### src/rtl/fetch_unit_pkg.sv
// fetch_defs: shared next-PC selectors, fetch FSM encodings and the NOP word
package fetch_defs;
    localparam logic [1:0] NPC_PC4 = 2'b00;
    localparam logic [1:0] NPC_BEQ = 2'b01;
    localparam logic [1:0] NPC_JMP = 2'b10;
    localparam logic [1:0] S_REQ   = 2'b00;
    localparam logic [1:0] S_WAIT  = 2'b01;
    localparam logic [1:0] S_VALID = 2'b10;
    localparam logic [1:0] S_HALT  = 2'b11;
    localparam logic [31:0] NOP    = 32'h0000_0013;
endpackage

### src/rtl/fetch_unit_if.sv
// fetch_if: instruction-memory request/response bus
interface fetch_if;
    logic        req;
    logic [31:0] addr;
    logic        gnt;
    logic        rvalid;
    logic [31:0] rdata;
    modport master (output req, addr, input gnt, rvalid, rdata);
    modport slave  (input req, addr, output gnt, rvalid, rdata);
endinterface

### src/rtl/fetch_unit_npc.sv
// npc_calc: next-PC selection from decoder controls (pc4 / branch / jump)
module npc_calc
    import fetch_defs::*;
(
    input  logic [31:0] pc,
    input  logic [31:0] imm,
    input  logic [31:0] rs1_data,
    input  logic [1:0]  npc_op,
    input  logic        s_npc_offset,
    input  logic        br_taken,
    output logic [31:0] npc
);
    logic [31:0] w_seq;
    logic [31:0] w_rel;
    logic [31:0] w_reg;
    assign w_seq = pc + 32'd4;
    assign w_rel = pc + imm;
    assign w_reg = (rs1_data + imm) & ~32'h1;
    // unused encoding 2'b11 falls through to sequential fetch
    always_comb
        npc = (npc_op == NPC_BEQ) ? (br_taken ? w_rel : w_seq) :
              (npc_op == NPC_JMP) ? (s_npc_offset ? w_reg : w_rel) : w_seq;
endmodule

### src/rtl/fetch_unit.sv
// fetch_unit: PC register, imem handshake FSM, instruction latch and retire counter
module fetch_unit
    import fetch_defs::*;
#(
    parameter logic [31:0] RESET_PC = 32'h0000_0000,
    parameter int          TIMEOUT  = 16,
    parameter int          CNT_W    = 32
) (
    input  logic             clk,
    input  logic             rst,
    fetch_if.master          imem,
    output logic             inst_valid,
    output logic [31:0]      inst,
    output logic [6:0]       opcode,
    output logic [2:0]       funct3,
    output logic [6:0]       funct7,
    output logic [31:0]      pc,
    output logic [31:0]      pc4,
    input  logic             commit,
    input  logic [1:0]       npc_op,
    input  logic             s_npc_offset,
    input  logic             br_taken,
    input  logic [31:0]      imm,
    input  logic [31:0]      rs1_data,
    output logic             fetch_err,
    output logic [CNT_W-1:0] retired
);
    localparam int WW = $clog2(TIMEOUT);
    logic [1:0]       r_state;
    logic [31:0]      r_pc;
    logic [31:0]      r_inst;
    logic             r_valid;
    logic             r_err;
    logic             r_run;
    logic [WW-1:0]    r_wait;
    logic [CNT_W-1:0] r_retired;
    logic [31:0]      w_npc;
    // r_run keeps the request low during reset and releases it one cycle after
    assign imem.req   = r_run && (r_state == S_REQ);
    assign imem.addr  = r_pc;
    assign inst_valid = r_valid;
    assign inst       = r_inst;
    assign opcode     = r_inst[6:0];
    assign funct3     = r_inst[14:12];
    assign funct7     = r_inst[31:25];
    assign pc         = r_pc;
    assign pc4        = r_pc + 32'd4;
    assign fetch_err  = r_err;
    assign retired    = r_retired;
    npc_calc u_npc (
        .pc          (r_pc),
        .imm         (imm),
        .rs1_data    (rs1_data),
        .npc_op      (npc_op),
        .s_npc_offset(s_npc_offset),
        .br_taken    (br_taken),
        .npc         (w_npc)
    );
    // fetch FSM: request, wait for data (with timeout), hold until commit, or halt on error
    always_ff @(posedge clk or posedge rst) begin
        if (rst) begin
            r_state   <= S_REQ;
            r_pc      <= RESET_PC;
            r_inst    <= NOP;
            r_valid   <= 1'b0;
            r_err     <= 1'b0;
            r_run     <= 1'b0;
            r_wait    <= '0;
            r_retired <= '0;
        end else begin
            r_run <= 1'b1;
            case (r_state)
                S_REQ: begin
                    if (imem.req && imem.gnt) begin
                        r_state <= S_WAIT;
                        r_wait  <= '0;
                    end
                end
                S_WAIT: begin
                    if (imem.rvalid) begin
                        r_inst  <= imem.rdata;
                        r_valid <= 1'b1;
                        r_state <= S_VALID;
                    end else if (r_wait == WW'(TIMEOUT - 1)) begin
                        r_err   <= 1'b1;
                        r_state <= S_HALT;
                    end else begin
                        r_wait <= r_wait + 1'b1;
                    end
                end
                S_VALID: begin
                    if (commit) begin
                        r_retired <= r_retired + 1'b1;
                        r_valid   <= 1'b0;
                        if (w_npc[1:0] != 2'b00) begin
                            r_err   <= 1'b1;
                            r_state <= S_HALT;
                        end else begin
                            r_pc    <= w_npc;
                            r_state <= S_REQ;
                        end
                    end
                end
                default: ;
            endcase
        end
    end
endmodule

### src/flat_wrapper.sv
// flat-port wrapper written by rule: the top's interface ports become plain ports
module fetch_unit_flat import fetch_defs::*;
#(
    parameter logic [31:0] RESET_PC = 32'h0000_0000,
    parameter int          TIMEOUT  = 16,
    parameter int          CNT_W    = 32
)
  (clk, rst, inst_valid, inst, opcode, funct3, funct7, pc, pc4, commit, npc_op, s_npc_offset, br_taken, imm, rs1_data, fetch_err, retired, imem_req, imem_addr, imem_gnt, imem_rvalid, imem_rdata);
  fetch_if imem_i ();
  input  logic clk;
  input  logic rst;
  output logic inst_valid;
  output logic [31:0] inst;
  output logic [6:0] opcode;
  output logic [2:0] funct3;
  output logic [6:0] funct7;
  output logic [31:0] pc;
  output logic [31:0] pc4;
  input  logic commit;
  input  logic [1:0] npc_op;
  input  logic s_npc_offset;
  input  logic br_taken;
  input  logic [31:0] imm;
  input  logic [31:0] rs1_data;
  output logic fetch_err;
  output logic [CNT_W-1:0] retired;
  output wire logic [$bits(imem_i.req)-1:0] imem_req;
  output wire logic [$bits(imem_i.addr)-1:0] imem_addr;
  input wire logic [$bits(imem_i.gnt)-1:0] imem_gnt;
  input wire logic [$bits(imem_i.rvalid)-1:0] imem_rvalid;
  input wire logic [$bits(imem_i.rdata)-1:0] imem_rdata;
  assign imem_req = imem_i.req;
  assign imem_addr = imem_i.addr;
  assign imem_i.gnt = imem_gnt;
  assign imem_i.rvalid = imem_rvalid;
  assign imem_i.rdata = imem_rdata;
  fetch_unit #(.RESET_PC(RESET_PC), .TIMEOUT(TIMEOUT), .CNT_W(CNT_W)) u_core (.clk(clk), .rst(rst), .imem(imem_i), .inst_valid(inst_valid), .inst(inst), .opcode(opcode), .funct3(funct3), .funct7(funct7), .pc(pc), .pc4(pc4), .commit(commit), .npc_op(npc_op), .s_npc_offset(s_npc_offset), .br_taken(br_taken), .imm(imm), .rs1_data(rs1_data), .fetch_err(fetch_err), .retired(retired));
endmodule
### config.mk
export PLATFORM = sky130hd
export DESIGN_NAME = fetch_unit_flat
export DESIGN_NICKNAME = d
export VERILOG_FILES = /design/src/rtl/fetch_unit_pkg.sv /design/src/rtl/fetch_unit_if.sv /design/src/rtl/fetch_unit_npc.sv /design/src/rtl/fetch_unit.sv /design/src/flat_wrapper.sv
export SDC_FILE = /design/constraint.sdc
export NUM_CORES = 1
export LEC_CHECK = 0
export CORE_ASPECT_RATIO = 0.7
export CORE_UTILIZATION = 48
export CTS_CLUSTER_DIAMETER = 200
export DETAILED_ROUTE_END_ITERATION = 8
export PLACE_DENSITY = 0.85
export SLEW_MARGIN = 15
export SYNTH_ARGS = -nofsm -noshare
export SYNTH_HDL_FRONTEND = slang
export SYNTH_SLANG_ARGS = --single-unit
export TNS_END_PERCENT = 5
### constraint.sdc
create_clock -name clk -period 4.9 [get_ports clk]
set_input_delay 0.98 -clock clk [delete_from_list [all_inputs] [get_ports clk]]
set_output_delay 0.98 -clock clk [all_outputs]
set_load 0.03 [all_outputs]
==> job_summary.md, run 1 <==
## Implementation flow summary

| Metric | Value |
|---|---|
| Syn Area/Cell | 8.607 um^2 |
| Antenna fix cells | 0 |
| Crit path launch type | flop |
| CTS resizes | 0 |
| Final #Nets | 1432 |
| # Cells Yosys | 1031 |
| Antenna Nets Post-Route | 0 |
| VDD IR max | 0.4351 mV |
| Cts bufs inserted | 9 |
| Worst Tran Pin Value | 0.9856 ns |
| Seq/Total Area, Yosys | 0.2965 |
| Synthesized registers | 105 |
| Final WL | 28.00 mm |
| WP data required | 3.92 ns |
| Worst-path clk slew | 0.08 ns |
| Clock power share | 0.111 |
| Terminus of the critical flop-to-flop path | u_core.imem.addr[30] |
| Hold buffer count at cts | 0 |
| Gr ovfl total | 0 |
| Hold Path Origin | u_core.r_wait[3] |
| Class of the most critical hold timing path | flop to flop |
| Max Root-Sink Buffers | 2 |
| Initial DRC count | 848 |
| 1st-pass router iterations | 9 |
| Initial antenna violation count | 0 |
| DRC viols | 0 |
| Reg2reg start | u_core.imem.addr[3] |
| Power Internal | 3.314 mW |
| Layout cells sized above 1 | 0.06418 |
| Max Fclk | 0.2233 GHz |
| Port bufs | 284 |
| Combinational share of power | 0.652 |
| Total setup buffers inserted after CTS | 0 |
| First-pass GRT wire length | 42.46 mm |
| Fin crit period | 4.479 ns |
| Status | finished clean |
| Max-Cap Viols | 0 |
| R2R Setup Slk | 1.44 ns |
| CTS tree | yes |
| Hold Path Stages | 1 |
| Synth top cells by count | nand2_1, dfrtp_1, a21oi_1 |
| Tcrit/Tclk final | 0.9140 |
| Most frequent cell after synthesis | nand2_1 |
| Worst Clk Skew | 0.009800 ns |
| Critical path class | flop to primary output |
| Max_slew headroom | 0.3260 |
| Primary FF master, synth | dfrtp_1 |
| Synthesized area | 8874 um^2 |
| Mapped Cells | 1031 |
| Setup Viol. Count Final | 0 |
| Synth top area cells | dfrtp_1, ha_1, xnor2_1 |
| Count of cell types in the netlist | 73 |
| DP Worst Slack | 0.6174 ns |
| Top cell area share | 0.2876 |
| Largest net degree at the start of global routing | 41 |
| Clk ins delay skew pair | 0.36 ns |
| Die Span X | 164.5 um |
| Cell depth of the worst flop-to-flop path | 11 |
| Crit path capture type | primary output |
| Syn nets | 1206 |
-- run 1: layer usage --
metal / up-vias / wire length [um] / track usage
li1: 4131 / - / -
met1: 4177 / 11320 / 0.3779
met2: 523 / 12990 / 0.4681
met3: 45 / 3123 / 0.06228
met4: 0 / 567 / 0.09297
met5: - / 0 / 0
-- run 1: sequential cells by signal, indices dropped and copies added, names as in the netlist --
signal             cells
u_core.fetch_err       1
u_core.inst_valid      1
u_core.imem.addr      32
u_core.inst           32
u_core.r_wait          4
u_core.retired        32
u_core.r_state         2
u_core.r_run           1
-- run 1: how the worst max path moves through the flow --
stage / cells after the start / slack (ns) / end / start
final: 8 / 0.42 / pc4[30] / u_core.imem.addr[3]
after global routing: 8 / 0.22 / pc4[22] / u_core.imem.addr[3]
after CTS: 8 / 0.44 / pc4[30] / u_core.imem.addr[3]
after detailed placement: 13 / 0.62 / u_core.imem.addr[30] / imm[0]
after global placement: 13 / 0.69 / u_core.imem.addr[30] / imm[0]
after floorplan: 1 / 1.16 / u_core.fetch_err / rst
-- run 1: layout by cell type, fill, tap and decap left out, drive strengths merged, types with 5 or more instances in the layout --
cell type        n
a221oi           6
a211oi          11
dfrtp          102
inv             35
nor2            70
a31o             5
nand3           35
a31oi            6
or2              5
and2             8
o21bai           9
o21ai           69
a21oi           82
nand2          110
a222oi           8
and3            13
buf             13
mux2i            5
o211ai          10
nand2b           8
ha              68
a21o            30
xnor2           76
nand4           32
clkbuf          10
nor3            13
mux2            32
xor2            38
nor2b            7
clkdlybuf4s50  284
-- run 1: power groups by stage --
stage	Clock [mW]	Sequential, mW	Combinational (mW)
floorplan	0	1.93	2.43
global placement	0	1.54	4.16
detailed placement	0	1.56	4.21
CTS	0.735	1.54	4.23
global route	0.772	1.59	4.51
finish	0.721	1.55	4.25
-- run 1: metrics by stage --
stage	hold slack (ns)	util	cells	total power, mW	cell area, um^2
6_report	0.4907	0.6587	1498	6.521	11900
5_1_grt	0.4984	0.6587	1498	6.873	11900
4_1_cts	0.4888	0.6587	1498	6.512	11900
3_5_place_dp	0.4728	0.6429	1482	5.771	11610
3_3_place_gp	0.4570	0.6429	1482	5.701	11610
2_1_floorplan	0.4524	-	1031	4.361	8874
-- run 1: area by class of cell --
| type | instances | area [um^2] |
|---|---|---|
| fill | 1389 | 6162 |
| inverter | 31 | 118.9 |
| tap | 236 | 295.3 |
| sequential | 105 | 2631 |
| multi-input combinational | 813 | 5623 |
| timing repair buffer | 297 | 2940 |
| clock inverter | 6 | 57.56 |
| clock buffer | 10 | 229.0 |
-- run 1: logic make-up after synthesis --
kind of cell             share of synthesized area
multiplexers                               0.04625
XOR/XNOR                                    0.1125
adder cells (fa/ha/maj)                     0.1004
flip-flops                                  0.2965
AND/OR/NAND/NOR                             0.1660
AND-OR/OR-AND                               0.2081
buffers and inverters                      0.06980
other                                    0.0004226
-- run 1: worst max-delay path, cell delays in order, from the launching register on --
cell and delay, ns:
dfrtp_1 0.50, ha_1 0.36, nand3_1 0.11, nor2_1 0.24, nand2_1 0.13, nor2_1 0.55, nand4_1 0.19, xnor2_1 0.31
clkdlybuf4s50_1 0.74
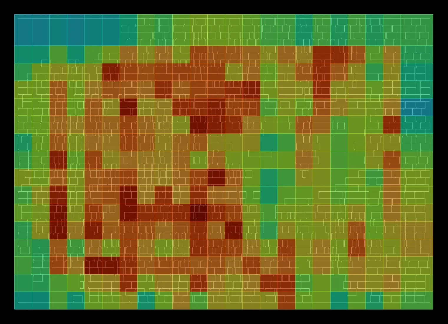
*Routing congestion, run 1*
DR WL/cell: 18.69 um
All-Layer GR Usage: 0.2862

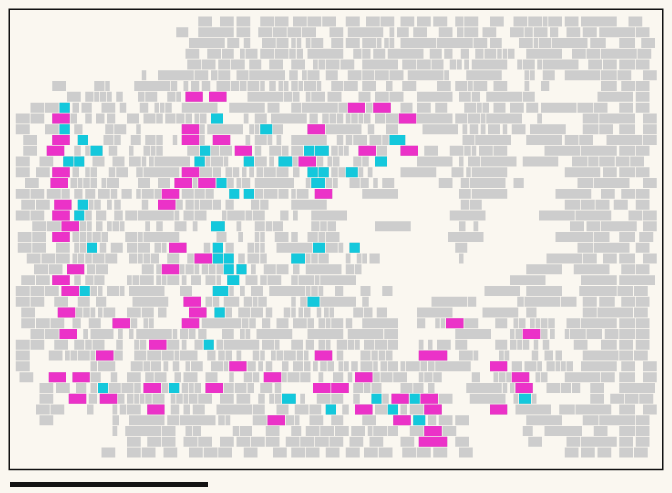
*Selected gate families, run 1*
The bar under the picture is 50 um long.
legend:
  magenta:
    family: fa/ha/maj cells
    cells: 70
    most_used: ha_1
  cyan:
    family: non-inverting ao/oa cells
    cells: 50
    most_used: a21o_1
most frequent logic cell in the layout: clkdlybuf4s50_1
Post-Layout Cell Count: 1498

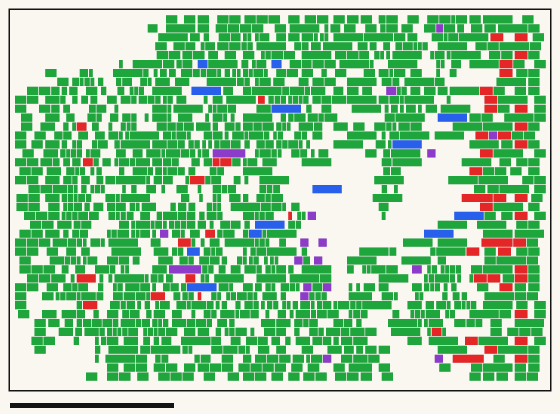
*Sizing map, run 1*
The bar under the picture is 50 um long.
legend:
  green:
    size: x1 and smaller
    cells: 1181
    share: 94%
  blue:
    size: x6 and larger
    cells: 13
    share: 1.0%
  purple:
    size: x3 and x4
    cells: 18
    share: 1.4%
  red:
    size: x2
    cells: 50
    share: 4.0%
setup ws final: 0.4215 ns
fin area: 11900 um^2
bufs w/o clock: 297
Area Growth Syn to Fin: 34.05%

==> run 2: changes to the inputs <==
SLEW_MARGIN = not set   (was 15)
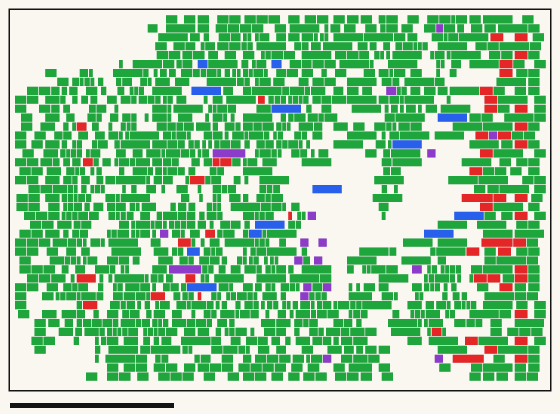
*Sizing map, run 2*
The bar under the picture is 50 um long.
legend:
  green:
    size: x1 and smaller
    cells: 1181
    share: 94%
  purple:
    size: x3 and x4
    cells: 18
    share: 1.4%
  red:
    size: x2
    cells: 50
    share: 4.0%
  blue:
    size: x6 and larger
    cells: 13
    share: 1.0%

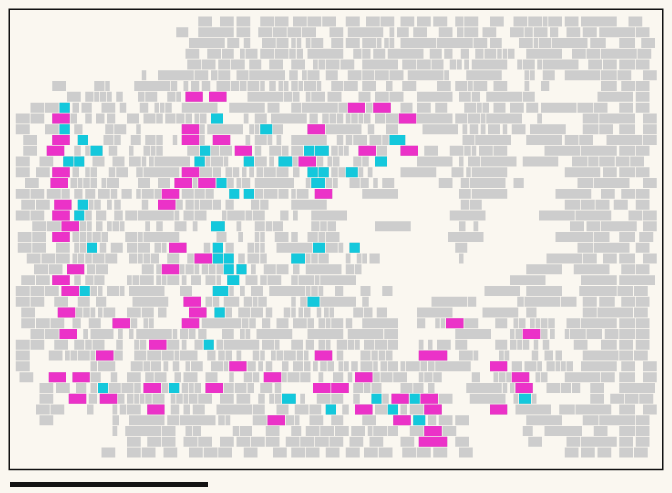
*Selected gate families, run 2*
The bar under the picture is 50 um long.
legend:
  magenta:
    family: fa/ha/maj cells
    cells: 70
    most_used: ha_1
  cyan:
    family: non-inverting ao/oa cells
    cells: 50
    most_used: a21o_1

==> run 2 against run 1 <==
Worst hold slack is the same. Die size unchanged. Final cell count stayed put. First-iteration DRC count unchanged. Sequential share of layout area stayed put. Synthesized cell count unchanged. Critical path type unchanged. Highest routed layer unchanged.
==> job_summary.md, run 2 <==
## Implementation flow summary

| Metric | Value |
|---|---|
| Max Fclk | 0.2233 GHz (unchanged) |
| Layout cells sized above 1 | 0.06418 (unchanged) |
| Number of top-level pins | 285 (unchanged) |
| Worst-path clk slew | 0.08 ns (about the same) |
| Clk ins delay skew pair | 0.36 ns (about the same) |
| Vias/cell | 5.925 (unchanged) |
| Crit path capture type | primary output (unchanged) |
| WP data required | 3.92 ns (about the same) |
| Synthesized registers | 105 (unchanged) |
| Syn Area/Cell | 8.607 um^2 (unchanged) |
| Largest net degree at the start of global routing | 41 (unchanged) |
| Tcrit/Tclk final | 0.9140 (unchanged) |
| Gr ovfl total | 0 (unchanged) |
| First-pass GRT wire length | 42.46 mm (unchanged) |
| H-tree depth | 3 (unchanged) |
| Mapped Cells | 1031 (unchanged) |
| DR WL/cell | 18.69 um (unchanged) |
| Fillers | 1389 (unchanged) |
| Final Hold Fails | 0 (unchanged) |
| Total setup buffers inserted after CTS | 0 (unchanged) |
| Fin crit period | 4.479 ns (unchanged) |
| OpenROAD warnings | 29 (unchanged) |
| Initial DRC count | 848 (unchanged) |
| Most used cell, CP | nor2_1 (unchanged) |
| Reg area | 2631 um^2 (unchanged) |
| Hold buffer count at cts | 0 (unchanged) |
| Most frequent cell after synthesis | nand2_1 (unchanged) |
| Die area | 19040 um^2 (unchanged) |
| Antenna fix cells | 0 (unchanged) |
| All-Layer GR Usage | 0.2862 (unchanged) |
| CTS resizes | 0 (unchanged) |
| Comb area | 5623 um^2 (unchanged) |
| Power per cell area | 548.2 nW/um^2 (unchanged) |
| DRC viols | 0 (unchanged) |
| Antenna Nets Post-Route | 0 (unchanged) |
| Unrepaired setup endpoints after global routing | no (unchanged) |
| Cts bufs inserted | 9 (unchanged) |
| Seq/Total Area, Yosys | 0.2965 (unchanged) |
| Class of the most critical hold timing path | flop to flop (unchanged) |
| Post-Layout Cell Count | 1498 (unchanged) |
| Root Buffer | clkbuf_16 (unchanged) |
| Synth top cells by count | nand2_1, dfrtp_1, a21oi_1 (unchanged) |
| Worst Clk Skew | 0.009800 ns (unchanged) |
| Setup Viol. Count Final | 0 (unchanged) |
| Dpl hpwl | 21.89 mm (unchanged) |
| Area Growth Syn to Fin | 34.05% (unchanged) |
| Crit path launch type | flop (unchanged) |
| Count of cell types in the netlist | 73 (unchanged) |
| Final WL | 28.00 mm (unchanged) |
| Max Root-Sink Buffers | 2 (unchanged) |
| Synth top area cells | dfrtp_1, ha_1, xnor2_1 (unchanged) |
| 1st-pass router iterations | 9 (unchanged) |
| Crit path max fanout | 8 (unchanged) |
| Initial antenna violation count | 0 (unchanged) |
| FFs w/ async S/R, synth | 1.000 (unchanged) |
| Final #Nets | 1432 (unchanged) |
| Yosys chip area | 8874 um^2 (unchanged) |
| Static Leak | 5.092 nW (unchanged) |
| Post-synth EDFFs | 0 (unchanged) |
| Core area | 18060 um^2 (unchanged) |
| CTS tree | yes (unchanged) |
| Die Span X | 164.5 um (unchanged) |
| Setup TNS | 0 ns (unchanged) |
| VDD IR max | 0.4351 mV (unchanged) |
| Total power | 6.521 mW (unchanged) |
| Arrival @ worst endpoint | 3.50 ns (about the same) |
| Most frequent logic cell in the layout | clkdlybuf4s50_1 (unchanged) |
| Top cell area share | 0.2876 (unchanged) |
| Yosys Warn Count | 0 (unchanged) |
| Top Layout Cells | clkdlybuf4s50_1, nand2_1, dfrtp_1 (unchanged) |
| Worst Tran Pin Value | 0.9856 ns (unchanged) |
| Row count | 41 (unchanged) |
| Syn nets | 1206 (unchanged) |
| Synthesized area | 8874 um^2 (unchanged) |
| CP max stage delay | 0.74 ns (about the same) |
| Critical path class | flop to primary output (unchanged) |
| Port bufs | 284 (unchanged) |
| # Cells Yosys | 1031 (unchanged) |
| Max-Cap Viols | 0 (unchanged) |
| Placed Instances | 1482 (unchanged) |
| Max_slew headroom | 0.3260 (unchanged) |
| Slowest-stage cell, CP | clkdlybuf4s50_1 (unchanged) |
| Primary FF master, synth | dfrtp_1 (unchanged) |
| Crit path cell chain | ha_1 > nand3_1 > nor2_1 > nand2_1 > nor2_1 > nand4_1 > xnor2_1 > clkdlybuf4s50_1 (unchanged) |
| Status | finished clean (unchanged) |
-- run 2: cell counts after synthesis --
Identical to the previous run, type by type.
-- run 2: worst max-delay path: cells and delay by family (launching register included) --
family	cells	cell delay (ns)
buffers and inverters	1	0.74
DFF	1	0.50
and+or+nand+nor	5	1.22
xor gates and xnor gates	1	0.31
adders and majority gates	1	0.36
-- run 2: area by class of cell --
| cell class | instances | area share |
|---|---|---|
| inverters | 31 | 0.009993 |
| clock inverters | 6 | 0.004839 |
| clock buffers | 10 | 0.01925 |
| multi-input cells | 813 | 0.4727 |
| repair buffers | 297 | 0.2472 |
| well taps | 236 | 0.02482 |
| flip-flops and latches | 105 | 0.2212 |
-- run 2: where the power goes --
| part | total (mW) | switching [mW] | internal [mW] |
|---|---|---|---|
| logic | 4.25 | 2.44 | 1.81 |
| registers | 1.55 | 0.406 | 1.14 |
| clock network | 0.721 | 0.362 | 0.359 |
-- run 2: final timing paths --
kind | from | end | slack [ns] | cells after the start
min | u_core.r_wait[3] | u_core.r_wait[3] | 0.49 | 1
max in group asynchronous | rst | u_core.imem.addr[30] | 2.98 | 3
min in group asynchronous | rst | u_core.retired[14] | 0.99 | 2
max | u_core.imem.addr[3] | pc4[30] | 0.42 | 8
min reg2reg | u_core.r_wait[3] | u_core.r_wait[3] | 0.49 | 1
max reg2reg | u_core.imem.addr[3] | u_core.imem.addr[30] | 1.44 | 11
-- run 2: logic make-up after synthesis --
family,share of synthesized area
adders and majority gates,0.1004
other,0.0004226
muxes,0.04625
xor gates and xnor gates,0.1125
buffers and inverters,0.06980
and+or+nand+nor,0.1660
DFF,0.2965
AOI/OAI and AO/OA,0.2081
-- run 2: routing by layer --
metal,wire length (um),GRT usage,up-vias,part of all wire
li1,-,-,4131,-
met5,0,0,-,0
met2,12990,0.4681,523,0.46
met1,11320,0.3779,4177,0.40
met4,567,0.09297,0,0.020
met3,3123,0.06228,45,0.11
-- run 2: through the flow --
| stage | setup WS [ns] | hold WS, ns | instance area (um^2) | utilization |
|---|---|---|---|---|
| 2_1_floorplan | 1.164 | 0.4524 | 8874 | - |
| 3_3_place_gp | 0.6851 | 0.4570 | 11610 | 0.6429 |
| 3_5_place_dp | 0.6174 | 0.4728 | 11610 | 0.6429 |
| 4_1_cts | 0.4388 | 0.4888 | 11900 | 0.6587 |
| 5_1_grt | 0.2168 | 0.4984 | 11900 | 0.6587 |
| 6_report | 0.4215 | 0.4907 | 11900 | 0.6587 |
### Placed cells, one color a class, run 2

The bar under the picture is 50 um long.
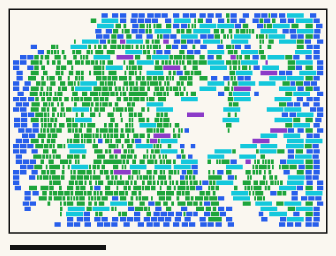

==> run 3: changes to the inputs <==
CORE_ASPECT_RATIO = not set   (was 0.7)
SKIP_LAST_GASP = 1   (was not set)
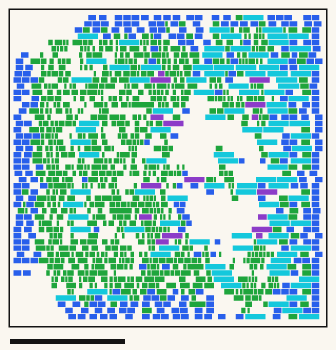
*Placed cells, one color a class, run 3*
The bar under the picture is 50 um long.
legend:
  green:
    class: remaining logic cells
    cells: 844
    share_of_their_area: 49%
  blue:
    class: remaining buffers and delay cells
    cells: 298
    share_of_their_area: 25%
  purple:
    class: clock drivers and dummy loads
    cells: 16
    share_of_their_area: 2.7%
  cyan:
    class: registers
    cells: 105
    share_of_their_area: 23%

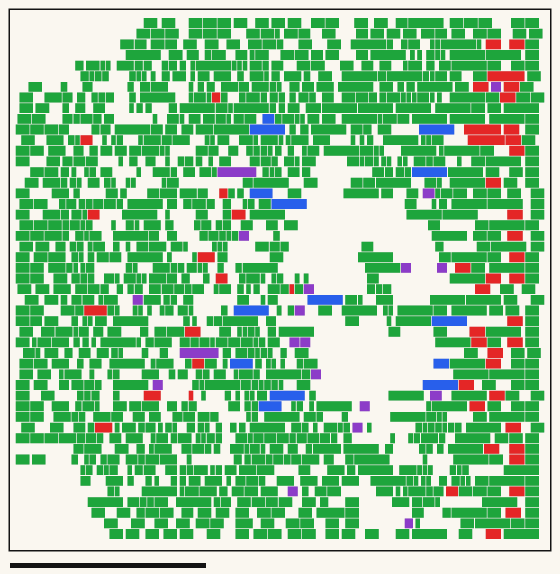
*Sizing map, run 3*
The bar under the picture is 50 um long.
legend:
  green:
    size: x1 and smaller
    cells: 1180
    share: 93%
  blue:
    size: x6 and larger
    cells: 14
    share: 1.1%
  purple:
    size: x3 and x4
    cells: 19
    share: 1.5%
  red:
    size: x2
    cells: 50
    share: 4.0%
fin area: 11920 um^2
Area Growth Syn to Fin: 34.35%
setup ws final: 0.6768 ns
bufs w/o clock: 298

==> run 3 against run 2 <==
Synthesized cell count unchanged. Sequential power about the same. Area after synthesis unchanged. Critical path depth increased by 1. Clock power increased by 3.2%. Global-route usage decreased by 0.29 points. Combinational power about the same. Flip-flop count unchanged. Final cell count decreased by 0.33%.
==> job_summary.md, run 3 <==
## Implementation flow summary

| Metric | Value |
|---|---|
| Status | finished clean (unchanged) |
| DR WL/cell | 18.10 um (was 18.69 um) |
| OpenROAD warnings | 29 (unchanged) |
| Initial DRC count | 803 (was 848) |
| CTS sink cnt | 105 (unchanged) |
| Routability cong. | 0.9329 (was 0.9653) |
| Post-DP Area | 11610 um^2 (about the same) |
| Syn Area/Cell | 8.607 um^2 (unchanged) |
| Hold Path Origin | u_core.retired[31] (was u_core.r_wait[3]) |
| Unrepaired setup endpoints after global routing | no (unchanged) |
| Yosys Warn Count | 0 (unchanged) |
| Vias/cell | 5.958 (was 5.925) |
| Root Buffer | clkbuf_16 (unchanged) |
| Mapped Cells | 1031 (unchanged) |
| Row count | 49 (was 41) |
| Post-synth EDFFs | 0 (unchanged) |
| Final #Nets | 1433 (was 1432) |
| Number of top-level pins | 285 (unchanged) |
| Crit path launch type | flop (unchanged) |
| CTS resizes | 0 (unchanged) |
| Synth area leader | dfrtp_1 (unchanged) |
| Tcrit/Tclk final | 0.8619 (was 0.9140) |
| DRC viols | 0 (unchanged) |
| Static Leak | 5.106 nW (was 5.092 nW) |
| Hold WS | 0.4789 ns (was 0.4907 ns) |
| Clock power share | 0.114 (was 0.111) |
| Setup TNS | 0 ns (unchanged) |
| Worst Tran Pin Value | 1.245 ns (was 0.9856 ns) |
| Vias after detailed routing | 8896 (was 8876) |
| Arrival @ worst endpoint | 3.24 ns (was 3.50 ns) |
| 1st-pass router iterations | 6 (was 9) |
| Max Fclk | 0.2368 GHz (was 0.2233 GHz) |
| H-tree depth | 3 (unchanged) |
| Count of cell types in the netlist | 73 (unchanged) |
| FP Util | 0.4923 (was 0.4914) |
| Sw Ratio | 0.4891 (was 0.4917) |
| Hold buffer count at cts | 0 (unchanged) |
| Seq/Total Area, Yosys | 0.2965 (unchanged) |
| Yosys chip area | 8874 um^2 (unchanged) |
| Vias in the first global route | 8502 (was 8210) |
| DP Worst Slack | 0.6000 ns (was 0.6174 ns) |
| Power Internal | 3.321 mW (was 3.314 mW) |
| Port bufs | 284 (unchanged) |
| Most frequent logic cell in the layout | clkdlybuf4s50_1 (unchanged) |
| Final WL | 27.02 mm (was 28.00 mm) |
| XOR/XNOR share of the synthesized area | 0.1125 (unchanged) |
| First-pass GRT wire length | 42.09 mm (was 42.46 mm) |
| # Cells Yosys | 1031 (unchanged) |
| Worst Setup SP | u_core.imem.addr[2] (was u_core.imem.addr[3]) |
| Top Layout Cells | clkdlybuf4s50_1, nand2_1, dfrtp_1 (unchanged) |
| Final slew viol count | 0 (unchanged) |
| Core area | 18020 um^2 (was 18060 um^2) |
| Syn nets | 1206 (unchanged) |
| Synth top cells by count | nand2_1, dfrtp_1, a21oi_1 (unchanged) |
| Die Span X | 138.0 um (was 164.5 um) |
| Synth top area cells | dfrtp_1, ha_1, xnor2_1 (unchanged) |
| Placed Instances | 1476 (was 1482) |
| VDD IR max | 0.3955 mV (was 0.4351 mV) |
| Worst Clk Skew | 0.006965 ns (was 0.009800 ns) |
| Reg power frac | 0.235 (was 0.238) |
| Die area | 19030 um^2 (was 19040 um^2) |
| Most frequent cell after synthesis | nand2_1 (unchanged) |
| Post-Layout Cell Count | 1493 (was 1498) |
| Combinational share of power | 0.650 (was 0.652) |
| Total power | 6.500 mW (was 6.521 mW) |
| Gr ovfl total | 0 (unchanged) |
| Final Hold Fails | 0 (unchanged) |
| Reg2reg start | u_core.imem.addr[0] (was u_core.imem.addr[3]) |
| Initial antenna violation count | 0 (unchanged) |
| Setup Viol. Count Final | 0 (unchanged) |
| Largest net degree at the start of global routing | 50 (was 41) |
| R2R Setup Slk | 1.57 ns (was 1.44 ns) |
| Dpl hpwl | 21.02 mm (was 21.89 mm) |
| Chip height | 138.0 um (was 115.8 um) |
| Simple-gate share of the synthesized area | 0.1660 (unchanged) |
| Antenna Nets Post-Route | 0 (unchanged) |
| Worst-path clk slew | 0.08 ns (about the same) |
| Compound-Gate Fraction of Synth Area | 0.2081 (unchanged) |
| Crit path capture type | primary output (unchanged) |
| Total setup buffers inserted after CTS | 0 (unchanged) |
| Synthesized area | 8874 um^2 (unchanged) |
| Synthesized registers | 105 (unchanged) |
| Max_slew headroom | 0.1683 (was 0.3260) |
| Clk ins delay skew pair | 0.36 ns (about the same) |
| Power per cell area | 545.3 nW/um^2 (was 548.2 nW/um^2) |
| Primary FF master, synth | dfrtp_1 (unchanged) |
| Comb area leader | AND-OR/OR-AND gates (unchanged) |
| Mux share | 0.04625 (unchanged) |
| Top cell area share | 0.2876 (unchanged) |
| Sw Pwr | 3.179 mW (was 3.207 mW) |
| Class of the most critical hold timing path | flop to flop (unchanged) |
| Crit path max fanout | 10 (was 8) |
| All-Layer GR Usage | 0.2834 (was 0.2862) |
| Yosys adder share | 0.1004 (unchanged) |
| WP data required | 3.92 ns (about the same) |
| Layout cells sized above 1 | 0.06572 (was 0.06418) |
| Final core utilization | 0.6614 (was 0.6587) |
| Cts bufs inserted | 9 (unchanged) |
| FFs w/ async S/R, synth | 1.000 (unchanged) |
| Max Root-Sink Buffers | 2 (unchanged) |
| CTS tree | yes (unchanged) |
| Critical path class | flop to primary output (unchanged) |
| Fin crit period | 4.223 ns (was 4.479 ns) |
| Max-Cap Viols | 0 (unchanged) |
## run 3: cell count changes in the layout (fill, tap and decap cells not counted), sizes merged
cell / delta
clkinv: +3
inv: -2
buf: +1
clkbuf: -1
diode: +1
## run 3: path summary, 6_finish.rpt
check	end	cells after the start
worst max register to register	u_core.imem.addr[30]	12
worst min-delay path	u_core.retired[31]	1
min in group asynchronous	u_core.r_run	2
worst max-delay path	pc4[30]	9
max in group asynchronous	u_core.inst[4]	3
worst min register to register	u_core.retired[31]	1
## run 3: critical path: stages, from the launching register on
cell	delay (ns)
dfrtp_1	0.55
ha_1	0.32
nand3_1	0.12
nor2_1	0.26
nand2_1	0.13
nor2_1	0.14
buf_4	0.20
nand4_1	0.14
xnor2_1	0.29
clkdlybuf4s50_1	0.73
## run 3: kinds of logic (layout without fill, tap and decap cells)
group,count (synthesis),in the layout
compound gates,278,278
simple gates,313,313
xor+xnor,114,114
buf+inv,113,345
flops,105,105
other cells,1,2
fa+ha+maj,70,70
mux,37,37
## run 3: area by class of cell
type                       count  area [um^2]
fill                        1494         6103
multi-input combinational    813         5623
timing repair buffer         298         2948
sequential                   105         2631
tap                          229        286.5
clock buffer                   9        225.2
inverter                      31        118.9
clock inverter                 7        86.33
antenna                        1        2.502
## run 3: power by group through the flow
stage          Clock [mW]  Combinational, mW  Sequential (mW)
3_5_place_dp            0               4.18             1.54
5_1_grt             0.789               4.54             1.57
6_report            0.744               4.23             1.53
2_1_floorplan           0               2.43             1.93
3_3_place_gp            0               4.13             1.53
4_1_cts             0.760               4.21             1.53
## run 3: routing by layer
layer / wire, um / GRT usage / vias up
li1: - / - / 4146
met1: 10560 / 0.3542 / 4225
met2: 13120 / 0.4875 / 457
met3: 2480 / 0.04057 / 68
met4: 854 / 0.1165 / 0
met5: 0 / 0 / -
No activity file was given, so power comes from the tool's default toggle rates.
